`src/rtl/uart_ctrl_pkg.sv`:
```
// Shared types and constants for the UART transmit arbitration blocks.
package uart_ctrl_pkg;

  localparam int unsigned NUM_REQ_DEF       = 4;
  localparam int unsigned START_TIMEOUT_DEF = 16;
  localparam int unsigned GRANT_W           = 3;
  localparam int unsigned BYTE_W            = 8;
  localparam int unsigned CNT_W             = 8;

  typedef enum logic [1:0] {
    ST_IDLE      = 2'd0,
    ST_START     = 2'd1,
    ST_WAIT_BUSY = 2'd2,
    ST_WAIT_DONE = 2'd3
  } state_e;

endpackage

```
`src/rtl/rr_arbiter.sv`:
```
// Combinational round-robin pick: first valid requester after last_grant, wrapping.
module rr_arbiter #(
  parameter int unsigned NUM_REQ = 4,
  parameter int unsigned IDX_W   = 3
) (
  input  logic [NUM_REQ-1:0] req_valid_i,
  input  logic [IDX_W-1:0]   last_grant_i,
  output logic [IDX_W-1:0]   winner_o,
  output logic               any_valid_o
);

  logic [IDX_W-1:0] cand;

  function automatic logic [IDX_W-1:0] next_idx(input logic [IDX_W-1:0] g);
    return (32'(g) == NUM_REQ - 1) ? '0 : g + IDX_W'(1);
  endfunction

  always_comb begin
    winner_o    = '0;
    any_valid_o = 1'b0;
    cand        = last_grant_i;
    for (int unsigned k = 0; k < NUM_REQ; k++) begin
      cand = next_idx(cand);
      for (int unsigned i = 0; i < NUM_REQ; i++) begin
        if (!any_valid_o && req_valid_i[i] && (cand == IDX_W'(i))) begin
          winner_o    = cand;
          any_valid_o = 1'b1;
        end
      end
    end
  end

endmodule

```
`src/rtl/uart_tx_arbiter.sv`:
```
// Round-robin owner of the shared UART transmitter: one byte per grant, then
// follows tx_busy through the character (or a start timeout) before regranting.
module uart_tx_arbiter
  import uart_ctrl_pkg::*;
#(
  parameter int unsigned NUM_REQ       = NUM_REQ_DEF,
  parameter int unsigned START_TIMEOUT = START_TIMEOUT_DEF
) (
  input  logic                        clock_i,
  input  logic                        reset_i,
  input  logic [NUM_REQ-1:0]          req_valid_i,
  input  logic [BYTE_W*NUM_REQ-1:0]   req_data_i,
  output logic [NUM_REQ-1:0]          req_ready_o,
  output logic [BYTE_W-1:0]           tx_data_o,
  output logic                        tx_begin_o,
  input  logic                        tx_busy_i,
  output logic [GRANT_W-1:0]          grant_id_o,
  output logic                        active_o,
  output logic                        tx_done_o,
  output logic                        timeout_err_o
);

  state_e             state_q, state_d;
  logic [GRANT_W-1:0] last_grant_q, last_grant_d;
  logic [GRANT_W-1:0] grant_id_q, grant_id_d;
  logic [BYTE_W-1:0]  tx_data_q, tx_data_d;
  logic [CNT_W-1:0]   timeout_cnt_q, timeout_cnt_d;
  logic               tx_begin_q, tx_begin_d;
  logic               active_q, active_d;
  logic               tx_done_q, tx_done_d;
  logic               timeout_err_q, timeout_err_d;

  logic [GRANT_W-1:0] winner;
  logic               any_valid;
  logic               handshake;
  logic               start_expired;

  rr_arbiter #(
    .NUM_REQ (NUM_REQ),
    .IDX_W   (GRANT_W)
  ) u_rr (
    .req_valid_i  (req_valid_i),
    .last_grant_i (last_grant_q),
    .winner_o     (winner),
    .any_valid_o  (any_valid)
  );

  // Another user holding the transmitter in IDLE blocks any grant.
  assign handshake     = (state_q == ST_IDLE) && any_valid && !tx_busy_i;
  assign start_expired = (timeout_cnt_q == CNT_W'(START_TIMEOUT - 1));

  always_ff @(posedge clock_i) begin
    if (reset_i) state_q <= ST_IDLE;
    else         state_q <= state_d;
  end

  always_comb begin
    state_d = state_q;
    case (state_q)
      ST_IDLE:      if (handshake) state_d = ST_START;
      ST_START:     state_d = ST_WAIT_BUSY;
      ST_WAIT_BUSY: begin
        if (tx_busy_i)          state_d = ST_WAIT_DONE;
        else if (start_expired) state_d = ST_IDLE;
      end
      ST_WAIT_DONE: if (!tx_busy_i) state_d = ST_IDLE;
      default:      state_d = ST_IDLE;
    endcase
  end

  always_comb begin
    last_grant_d  = last_grant_q;
    grant_id_d    = grant_id_q;
    tx_data_d     = tx_data_q;
    timeout_cnt_d = timeout_cnt_q;
    tx_begin_d    = (state_d == ST_START);
    active_d      = (state_d != ST_IDLE);
    tx_done_d     = 1'b0;
    timeout_err_d = 1'b0;
    req_ready_o   = '0;
    case (state_q)
      ST_IDLE: begin
        for (int unsigned i = 0; i < NUM_REQ; i++) begin
          if (handshake && (winner == GRANT_W'(i))) begin
            req_ready_o[i] = 1'b1;
            tx_data_d      = req_data_i[BYTE_W*i +: BYTE_W];
          end
        end
        if (handshake) begin
          grant_id_d   = winner;
          last_grant_d = winner;
        end
      end
      ST_START:     timeout_cnt_d = '0;
      ST_WAIT_BUSY: begin
        if (!tx_busy_i && start_expired) timeout_err_d = 1'b1;
        else if (!tx_busy_i)             timeout_cnt_d = timeout_cnt_q + CNT_W'(1);
      end
      ST_WAIT_DONE: tx_done_d = !tx_busy_i;
      default: ;
    endcase
  end

  always_ff @(posedge clock_i) begin
    if (reset_i) begin
      last_grant_q  <= GRANT_W'(NUM_REQ - 1);
      grant_id_q    <= '0;
      tx_data_q     <= '0;
      timeout_cnt_q <= '0;
      tx_begin_q    <= 1'b0;
      active_q      <= 1'b0;
      tx_done_q     <= 1'b0;
      timeout_err_q <= 1'b0;
    end else begin
      last_grant_q  <= last_grant_d;
      grant_id_q    <= grant_id_d;
      tx_data_q     <= tx_data_d;
      timeout_cnt_q <= timeout_cnt_d;
      tx_begin_q    <= tx_begin_d;
      active_q      <= active_d;
      tx_done_q     <= tx_done_d;
      timeout_err_q <= timeout_err_d;
    end
  end

  assign tx_data_o     = tx_data_q;
  assign tx_begin_o    = tx_begin_q;
  assign grant_id_o    = grant_id_q;
  assign active_o      = active_q;
  assign tx_done_o     = tx_done_q;
  assign timeout_err_o = timeout_err_q;

endmodule

```
`config.mk`:
```
export PLATFORM = sky130hd
export DESIGN_NAME = uart_tx_arbiter
export DESIGN_NICKNAME = d
export VERILOG_FILES = /design/src/rtl/uart_ctrl_pkg.sv /design/src/rtl/rr_arbiter.sv /design/src/rtl/uart_tx_arbiter.sv
export SDC_FILE = /design/constraint.sdc
export NUM_CORES = 1
export LEC_CHECK = 0
export ABC_AREA = 1
export CORE_MARGIN = 3
export CORE_UTILIZATION = 48
export CTS_BUF_LIST = sky130_fd_sc_hd__clkbuf_4
export DETAILED_ROUTE_END_ITERATION = 8
export PLACE_DENSITY = 0.9
export SLEW_MARGIN = 20
export SYNTH_ARGS = -nofsm -noshare
export SYNTH_HDL_FRONTEND = slang
export SYNTH_SLANG_ARGS = --single-unit
```
`constraint.sdc`:
```
create_clock -name clock_i -period 2.7 [get_ports clock_i]
set_input_delay 0.27 -clock clock_i [delete_from_list [all_inputs] [get_ports clock_i]]
set_output_delay 0.27 -clock clock_i [all_outputs]
set_load 0.1 [all_outputs]
```
Fig. 1: run 1, track usage over the die
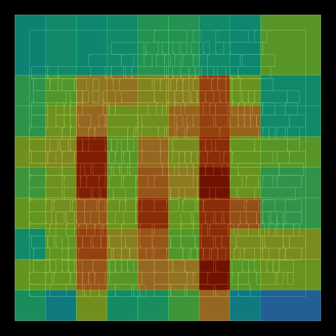
routing usage on met2: 39.8%
GRT Overall Usage: 22.2%

Fig. 2: run 1, sequential cells grouped by signal name
Other sequential cells in the stronger gray, the rest of the logic in the fainter gray.
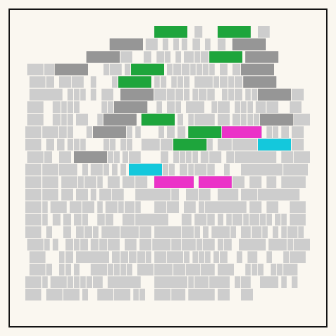
cyan -> `grant_id_o`  # sequential cells 2
green -> `timeout_cnt_q`  # sequential cells 8, where north
magenta -> `last_grant_q`  # sequential cells 3
not colored = 14
fraction of the core area covered by cells at the end of the flow: 78.0%
Seq/total area: 18.9%
flip-flop and latch power: 542 uW
area occupied by registers: 548 sq um

Fig. 3: run 1, placement by cell class
Scale bar: 20 um.
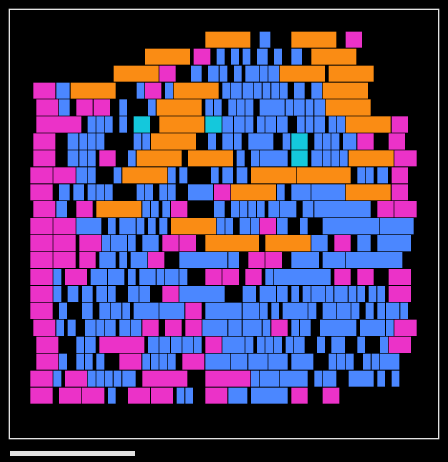
blue -> combinational and other logic  # cells 268, share of their area 53%
magenta -> remaining buffers and delay cells  # cells 80, share of their area 26%
cyan -> clock drivers and dummy loads  # cells 4, share of their area 1.1%
orange -> sequential cells  # cells 27, share of their area 19%
number of placement rows: 22
post-route design area: 2900 sq um
area of the placeable core: 3720 sq um

==> impl.org, run 1 <==
#+TITLE: Synthesis and PnR summary

** Drt
- After detailed routing, the met2 layer carries ~2700 um of wire.
- Routed length on met3 :: 399 um
- Pre-antenna DRT Iters :: 4
- In the final routing, the length of wire on met1 measures 2160 um.

** Power and ir drop
- Reported leakage power :: 0.00144 uW
- Portion of total power attributed to sequential cells :: 18.9%
- Per the OpenROAD power report, switching power amounts to 1600 uW.

** Placed design
- The pre-CTS setup check shows a worst slack of 73.6 ps.

** Run status
- The flow ran to the end, but the final reports show violations.
- The checks that failed: negative setup slack.

** Yosys
- The synthesized netlist devotes 15.5% of its cell area to compound gates.
- Synthesis handed over a netlist of 298 instances.
- Register bit total from synthesis :: 27
- # Cells Yosys :: a little under 300

** Critical path
- Critical register-to-register path startpoint :: last_grant_q[0]$_SDFFE_PP1P_

** STA
- Setup WS post-layout :: -17.8 ps
- The flow reports an fmax of 368 MHz.
- Final setup viols :: 2

** Cells and area
- Fraction of layout cells with a size suffix above 1 :: 25.6%
- The final antenna diode tally reported by the flow is 0.

** Clock tree
- Clock buffer count from CTS :: 3
==> inputs of run 2 (changes only) <==
- CORE_MARGIN: 3 -> not set
- CORE_UTILIZATION: 48 -> 49
- SYNTH_HIERARCHICAL: not set -> 1
Fig. 4: run 2, supply network
Pins as bars on the die edge. Tap cells in gray.
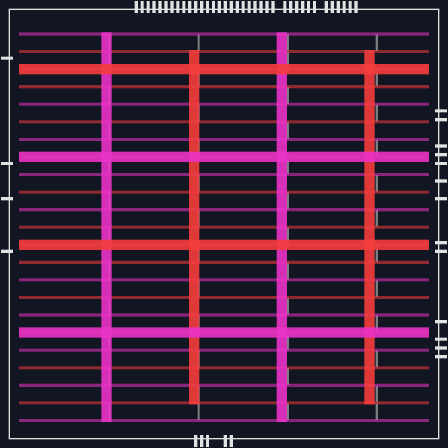
magenta -> VSS
red -> VDD
tap cells = 48
signal pins = 58
met5 straps = 4
worst vdd ir: 0.615 mV
chip height: 66.3 um
Die X: 66.3 um
area of the placeable core: 3800 sq um

Fig. 5: run 2, track usage over the die
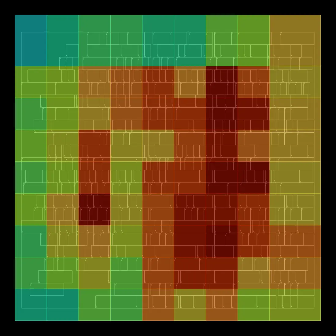
global routing met1 resource utilization: 33.4%
met3 Usage GRT: 3.79%
grt peak-use layer: met2

Fig. 6: run 2, sequential cells grouped by signal name
Other sequential cells in the stronger gray, the rest of the logic in the fainter gray.
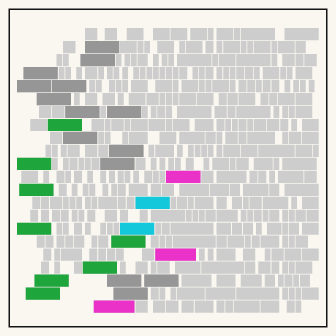
magenta -> `last_grant_q`  # sequential cells 3
cyan -> `grant_id_o`  # sequential cells 2
green -> `timeout_cnt_q`  # sequential cells 8
Seq/total area: 17.5%
fraction of the core area covered by cells at the end of the flow: 82.5%
flip-flop and latch power: 556 uW

==> run 2 against run 1 <==
Compared with the run above:
- the run still ends with negative setup slack left
- non-clock buffer count stayed put
- combinational power is 16% higher
- critical endpoint unchanged
- clock skew is 4.9 ps higher
- design area is 8.2% higher
- worst hold slack better by 2.6 ps
- flip-flop count stayed put
- fmax is 7.9% lower
- critical path type unchanged
- sequential power is 3% higher
- power is 12% higher
- via count is 22% higher
- routed wire length is 38% higher
==> impl.org, run 2 <==
#+TITLE: Synthesis and PnR summary

** Cells and area
- Post-route design area :: 3140 sq um
- The layout report lists the combined flip-flop and latch area as 548 sq um.
- Most instantiated logic cell after routing :: nand2_1
- Fraction of layout cells with a size suffix above 1 :: ~29%
- # diodes :: 0
- In the final layout, multi-input gates take up 47.0% of the cell area.

** STA
- In the final report, the number of endpoints failing setup comes to 9.
- Setup WS post-layout :: -250 ps
- Post-layout minimum cycle time :: approximately 2900 ps
- Worst hold slack after final layout :: roughly 460 ps

** Power and ir drop
- Per the OpenROAD power report, leakage power amounts to between 0.0015 and 0.002 uW.
- Portion of total power attributed to sequential cells :: between 15 and 20%
- The clock network burns under 10% of the power.
- Switching power of the nets :: 1870 uW

** Yosys
- Post-synth the commonest register cell is dfxtp_1.
- Post-synthesis async set-or-reset flop share :: 0%
- # Cells Yosys :: 330
- Yosys reported a register bit count of 27.
- Net count entering floorplan :: approximately 380
- Complex Gates by Area :: 6.74%
- The synthesized instance count is 330.
- Sequential share of the synthesized area :: a little over a quarter
- Average instance area after synthesis :: 6.13 sq um

** Drt
- The first TritonRoute pass finished after 7 iterations.
- Met1 Routed Length :: 2700 um

** Run status
- The run finished, with violations left.
- Failing checks :: negative setup slack

** Floorplanning
- Number of placement rows :: 22

** Placed design
- Number of port buffers :: 57
- Logged for this run, the post-placement worst setup slack is 73.6 ps.

** Global route
- Across every metal layer, demand over resource in global routing totals between 20% and 30%.
- For met2 alone, demand over resource in global routing was 51.9%.

** Clock tree
- Clock buffer count from CTS :: 3

** Critical path
- The critical path contains buffers and inverters numbering 4 combined.
- Critical register-to-register path startpoint :: last_grant_q[0]$_SDFFE_PP1P_
Power and IR drop assume default switching activity.
